## src/rtl/wb_result_sel_bist.sv

```systemverilog
// wb_result_sel_bist: N-source writeback result selector with a
// shadow-mux self check, fault logging and a walking-pattern BIST.
module wb_result_sel_bist #(
  parameter int WIDTH       = 32,
  parameter int NUM_SRC     = 4,
  parameter int SEL_W       = 2,
  parameter int FAULT_CNT_W = 8
) (
  input  logic                     clk,
  input  logic                     rst,
  input  logic                     test_en_in,
  input  logic [NUM_SRC*WIDTH-1:0] src_bus,
  input  logic [SEL_W-1:0]         sel,
  input  logic [WIDTH-1:0]         inject_mask,
  input  logic                     fault_clr,
  output logic [WIDTH-1:0]         result,
  output logic                     bist_busy,
  output logic                     bist_done,
  output logic                     bist_pass,
  output logic                     fault_sticky,
  output logic [SEL_W-1:0]         fault_src,
  output logic [FAULT_CNT_W-1:0]   fault_count
);

  localparam int STEP_W = SEL_W + 2;
  localparam logic [STEP_W-1:0] LAST_STEP =
    STEP_W'(NUM_SRC * 4 - 1);

  // Alternating pattern: odd=1 gives 0xAA.., odd=0 gives 0x55..
  function automatic logic [WIDTH-1:0] alt_pat(input logic odd);
    logic [WIDTH-1:0] p;
    for (int i = 0; i < WIDTH; i++) begin
      p[i] = (odd == 1'(i % 2));
    end
    return p;
  endfunction

  localparam logic [WIDTH-1:0] PAT_AA = alt_pat(1'b1);
  localparam logic [WIDTH-1:0] PAT_55 = alt_pat(1'b0);

  typedef enum logic [1:0] {
    IDLE = 2'd0,
    RUN  = 2'd1,
    DONE = 2'd2
  } state_e;

  state_e state_q, state_d;

  logic [STEP_W-1:0]      step_q, step_d;
  logic                   err_q, err_d;
  logic                   pass_q, pass_d;
  logic                   sticky_q, sticky_d;
  logic [SEL_W-1:0]       src_q, src_d;
  logic [FAULT_CNT_W-1:0] count_q, count_d;

  logic                     busy;
  logic                     in_run;
  logic [SEL_W-1:0]         leg;
  logic [1:0]               pat_idx;
  logic [WIDTH-1:0]         cur_pat;
  logic [NUM_SRC*WIDTH-1:0] test_bus;
  logic [NUM_SRC*WIDTH-1:0] mux_bus;
  logic [SEL_W-1:0]         mux_sel;
  logic                     in_range;
  logic [NUM_SRC-1:0]       onehot;
  logic [WIDTH-1:0]         prim_raw;
  logic [WIDTH-1:0]         prim;
  logic [WIDTH-1:0]         shadow;
  logic                     miss_mission;
  logic                     miss_bist;
  logic                     mismatch;
  logic [SEL_W-1:0]         log_src;

  assign leg     = step_q[STEP_W-1:2];
  assign pat_idx = step_q[1:0];

  // Current walking pattern for this BIST step
  always_comb begin
    cur_pat = '0;
    unique case (pat_idx)
      2'd0:    cur_pat = '0;
      2'd1:    cur_pat = '1;
      2'd2:    cur_pat = PAT_AA;
      default: cur_pat = PAT_55;
    endcase
  end

  // Test stimulus: pattern on the leg under test, inverse elsewhere
  always_comb begin
    test_bus = '0;
    for (int k = 0; k < NUM_SRC; k++) begin
      if (int'(leg) == k) begin
        test_bus[k*WIDTH +: WIDTH] = cur_pat;
      end else begin
        test_bus[k*WIDTH +: WIDTH] = ~cur_pat;
      end
    end
  end

  assign mux_bus  = in_run ? test_bus : src_bus;
  assign mux_sel  = in_run ? leg : sel;
  assign in_range = int'(mux_sel) < NUM_SRC;

  // Primary mux: priority compare on the select value
  always_comb begin
    prim_raw = '0;
    for (int k = 0; k < NUM_SRC; k++) begin
      if (int'(mux_sel) == k) begin
        prim_raw = mux_bus[k*WIDTH +: WIDTH];
      end
    end
  end

  assign prim   = prim_raw ^ inject_mask;
  assign onehot = NUM_SRC'(1) << mux_sel;

  // Shadow mux: independent one-hot AND-OR structure
  always_comb begin
    shadow = '0;
    for (int k = 0; k < NUM_SRC; k++) begin
      shadow = shadow |
        (mux_bus[k*WIDTH +: WIDTH] & {WIDTH{onehot[k]}});
    end
  end

  assign miss_mission = !busy &&
    ((prim != shadow) || !in_range);
  assign miss_bist = in_run &&
    ((prim != cur_pat) || (shadow != cur_pat));
  assign mismatch = miss_mission || miss_bist;
  assign log_src  = in_run ? leg : sel;

  assign result = (rst || busy || !in_range) ? '0 : prim;

  // BIST state register
  always_ff @(posedge clk) begin
    if (rst) begin
      state_q <= IDLE;
    end else begin
      state_q <= state_d;
    end
  end

  // BIST next-state logic
  always_comb begin
    state_d = state_q;
    unique case (state_q)
      IDLE: if (test_en_in) state_d = RUN;
      RUN: begin
        if (!test_en_in) begin
          state_d = IDLE;
        end else if (step_q == LAST_STEP) begin
          state_d = DONE;
        end
      end
      DONE:    state_d = IDLE;
      default: state_d = IDLE;
    endcase
  end

  // BIST outputs, step counter, error flag and pass flag
  always_comb begin
    busy   = 1'b0;
    in_run = 1'b0;
    step_d = step_q;
    err_d  = err_q;
    pass_d = pass_q;
    bist_done = 1'b0;
    unique case (state_q)
      IDLE: begin
        step_d = '0;
        err_d  = 1'b0;
      end
      RUN: begin
        busy   = 1'b1;
        in_run = 1'b1;
        step_d = step_q + 1'b1;
        err_d  = err_q | miss_bist;
        if (!test_en_in) pass_d = 1'b0;
      end
      DONE: begin
        busy      = 1'b1;
        bist_done = 1'b1;
        step_d    = '0;
        pass_d    = ~err_q;
      end
      default: begin
        step_d = '0;
      end
    endcase
  end

  assign bist_busy = busy;

  // Fault log: a mismatch in the clearing cycle still records
  always_comb begin
    sticky_d = sticky_q;
    src_d    = src_q;
    count_d  = count_q;
    if (fault_clr) begin
      sticky_d = 1'b0;
      src_d    = '0;
      count_d  = '0;
    end
    if (mismatch) begin
      sticky_d = 1'b1;
      if (fault_clr || !sticky_q) src_d = log_src;
      if (count_d != {FAULT_CNT_W{1'b1}}) begin
        count_d = count_d + 1'b1;
      end
    end
  end

  // Datapath state registers
  always_ff @(posedge clk) begin
    if (rst) begin
      step_q   <= '0;
      err_q    <= 1'b0;
      pass_q   <= 1'b0;
      sticky_q <= 1'b0;
      src_q    <= '0;
      count_q  <= '0;
    end else begin
      step_q   <= step_d;
      err_q    <= err_d;
      pass_q   <= pass_d;
      sticky_q <= sticky_d;
      src_q    <= src_d;
      count_q  <= count_d;
    end
  end

  assign bist_pass    = pass_q;
  assign fault_sticky = sticky_q;
  assign fault_src    = src_q;
  assign fault_count  = count_q;

endmodule

```

## config.mk

```make
export PLATFORM = sky130hd
export DESIGN_NAME = wb_result_sel_bist
export DESIGN_NICKNAME = d
export VERILOG_FILES = /design/src/rtl/wb_result_sel_bist.sv
export SDC_FILE = /design/constraint.sdc
export NUM_CORES = 1
export LEC_CHECK = 0
export ABC_AREA = 1
export CAP_MARGIN = 15
export CELL_PAD_IN_SITES_DETAIL_PLACEMENT = 0
export CELL_PAD_IN_SITES_GLOBAL_PLACEMENT = 2
export CORE_MARGIN = 8
export CORE_UTILIZATION = 21
export DETAILED_ROUTE_END_ITERATION = 8
export GPL_ROUTABILITY_DRIVEN = 0
export GPL_TIMING_DRIVEN = 0
export MAX_ROUTING_LAYER = met4
export PLACE_DENSITY = 0.81
export SLEW_MARGIN = 20
export SYNTH_ARGS = -nofsm -noshare
export SYNTH_HDL_FRONTEND = slang
export SYNTH_SLANG_ARGS = --single-unit
```

## constraint.sdc

```tcl
create_clock -name clk -period 3.1 [get_ports clk]
set_input_delay 0.31 -clock clk [delete_from_list [all_inputs] [get_ports clk]]
set_output_delay 0.31 -clock clk [all_outputs]
set_load 0.1 [all_outputs]
```

Layout detail:
Scale bar: 10 µm. Window x 72 to 102, y 72 to 102 µm. Cells in gray, sequential cells in the stronger gray; small squares are vias.
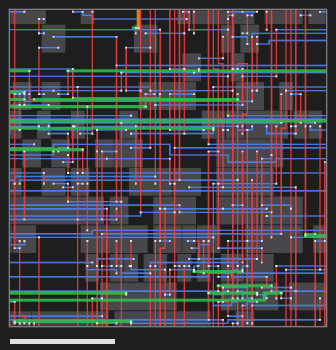
- red: met2
- green: met3
- blue: met1
- orange: met4
- sequential cells in the window: 0
- cells with their middle in the window: 60
- most frequent: nand3_1 (10), nand2_1 (8)

Met1 routing:
Supply wires on this layer in gray.
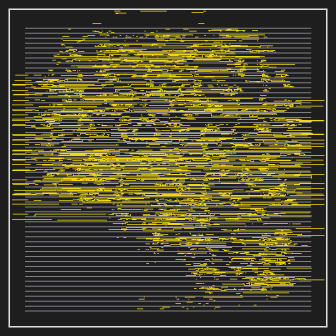
- wire length on this layer: 13600 µm
- longest straight run: 66.2 µm
- main direction: horizontal
met1 usage: 24.8%
Routed WL: 28500 µm
vias: 7009

kinds of logic after synthesis:
logic type	count (synthesis)
xor gates and xnor gates	17
AOI/OAI and AO/OA	59
DFF	19
buffers and inverters	147
adders and majority gates	6
and+or+nand+nor	739
Yosys cell counts (all sizes together):
library cell | n | area share [%]
dfxtp | 19 | 7.3
nand3 | 150 | 16
xor2 | 13 | 2.5
and2 | 1 | 0.12
nor2 | 209 | 17
nand2 | 272 | 21
o211ai | 11 | 1.8
or2 | 85 | 10
a21oi | 21 | 2.0
nor3 | 5 | 0.48
nand3b | 3 | 0.43
clkinv | 1 | 0.072
nand4 | 5 | 0.60
o21bai | 3 | 0.43
inv | 100 | 7.3
xnor2 | 4 | 0.67
clkbuf | 11 | 0.80
nor4 | 9 | 1.1
ha | 6 | 1.4
o21ai | 24 | 2.3
buf | 35 | 5.9
per-layer routing:
| metal | share of wire [%] | routed length (µm) | global-route usage, % | up-vias |
|---|---|---|---|---|
| met5 | 0 | 0 | - | - |
| met4 | 1.2 | 351 | 3.16 | 0 |
| met1 | 48 | 13600 | 24.8 | 3190 |
| met2 | 46 | 13100 | 29.1 | 219 |
| met3 | 5.3 | 1500 | 2.48 | 14 |
| li1 | - | - | - | 3586 |
power breakdown:
part,switching [mW],internal (mW),total (mW)
Sequential,0.0111,0.259,0.270
Clock,0.103,0.173,0.277
Combinational,1.91,0.959,2.87
Total,2.02,1.39,3.42
layout by cell type (no fill, tap or decap), drive strengths merged:
master and count:
a21oi 21, and2 1, buf 89, clkbuf 16, clkdlybuf4s15 2, clkdlybuf4s50 177, clkinv 2, dfxtp 19
diode 5, ha 6, inv 100, nand2 272, nand3 150, nand3b 3, nand4 5, nor2 209
nor3 5, nor4 9, o211ai 11, o21ai 24, o21bai 3, or2 85, xnor2 4, xor2 13
cell type report:
type | count | area, µm²
Fill cell | 2765 | 15900
Multi-Input combinational cell | 821 | 4440
Timing Repair Buffer | 235 | 2240
Buffer | 46 | 460
Tap cell | 324 | 405
Inverter | 101 | 394
Sequential cell | 19 | 383
Clock buffer | 3 | 75.1
Antenna cell | 5 | 12.5
Clock inverter | 1 | 5.00
stage by stage:
stage	TNS [ns]	instances	area, µm²
floorplan	-1.75	987	5230
global placement	-22.72	1520	7730
detailed placement	-23.01	1520	7730
CTS	0	1527	7820
global route	-0.937	1555	8420
finish	0	1555	8420
path summary, 6_finish.rpt:
path / startpoint / endpoint / slack [ns] / cells past startpoint
setup / recovery: state_q[1] / fault_count[6] / 0.1 / 23
hold reg to reg: bist_pass / bist_pass / 0.47 / 2
hold / removal: bist_pass / bist_pass / 0.47 / 2
setup reg to reg: state_q[1] / fault_count[6] / 0.1 / 23
repair_timing:
item,CTS,global route
gates cloned,0,4
setup buffers,3,19
pin swaps,3,28
endpoints found under the setup margin,44,42
resized,190,122
registers in the layout, summed over array words and instances, names as in the netlist:
signal	count
state_q	2
fault_src	2
err_q	1
fault_sticky	1
fault_count	8
bist_pass	1
step_q	4
==> impl_metrics.json <==
{
  "status": "complete, no violations",
  "rsz0062_at_grt": "true",
  "postSynthCellCount": 987,
  "ys_area_mm2": 0.00519,
  "cts_buffer_depth": 2,
  "insertion_delay_ns": 0.25,
  "first_pass_iters": 5,
  "worst_pin_slew_ns": 0.976,
  "finalPower_mw": 3.42,
  "grt_pass1_wl_um": 41700,
  "setup_violations": 0,
  "clk_pin_slew_ns": 0.06,
  "area_growth_syn_to_layout_pct": 62.2,
  "drcViolationCount": 0,
  "aoi_share_pct": 6.56,
  "cts_tree": "yes",
  "core-area_mm2": 0.0243,
  "grt_usage_pct": 18.3,
  "fin_crit_sh_pct": 96.9,
  "fin_skew_ns": 0.00187,
  "dp_hpwl_um": 23600,
  "logic_family": "simple AND/OR/NAND/NOR gates",
  "yosys_warnings": 0,
  "synthXorXnorAreaFrac_pct": 3.16,
  "portBuffers": 209,
  "yosys.area_share.simple_pct": 67.4,
  "syn-num-nets": 1159,
  "syn_area_mm2": 0.00519,
  "fp_util_pct": 21.3,
  "finalMaxSlewViolations": 0,
  "tool_warnings": 31,
  "std_cell_rows": 57,
  "fin_util_pct": 34.6,
  "cts_inserted_buffers": 3,
  "hold_viol_final": 0,
  "worst_setup_path_end_kind": "register",
  "htreeDepth": 1,
  "crit_chain": "inv_2 -> ha_4 -> buf_8 -> buf_12 -> buf_6 -> nand3_4 -> clkbuf_16 -> nand3_1 -> nand2_2 -> inv_1 -> nand3_1 -> nand2_2 -> nand2_1 -> nor2_1 -> nand2_1 -> nand2_1 -> nand3_4 -> nor2_4 -> nand2_2 -> nand2_4 -> clkbuf_16 -> nand3_1 -> a21oi_1",
  "antenna_found_initial": 5,
  "die_x_um": 173,
  "synthAdderAreaFrac_pct": 1.45,
  "io_pins": 212,
  "root_buffer": "clkbuf_16",
  "grt_pass1_vias": 6856,
  "viasPerCell": 4.51,
  "drtIter0Drc": 447,
  "startpoint_type": "register",
  "min_period_ns": 3.00,
  "avgSynthCellArea_um2": 5.26,
  "crit_type": "reg2reg",
  "slowest_stage": "dfxtp_2",
  "critical_path.max_stage_delay_ns": 0.33,
  "arrival_ns": 3.19,
  "grt_max_degree": 12,
  "num-nets-final": 1399,
  "power.density_mw_per_mm2": 406,
  "ys_seq_share_pct": 7.33,
  "synthDistinctLibCells": 39,
  "fmaxAchievable_mhz": 333,
  "postRouteAntennaNets": 0
}
Power and IR drop assume default switching activity.
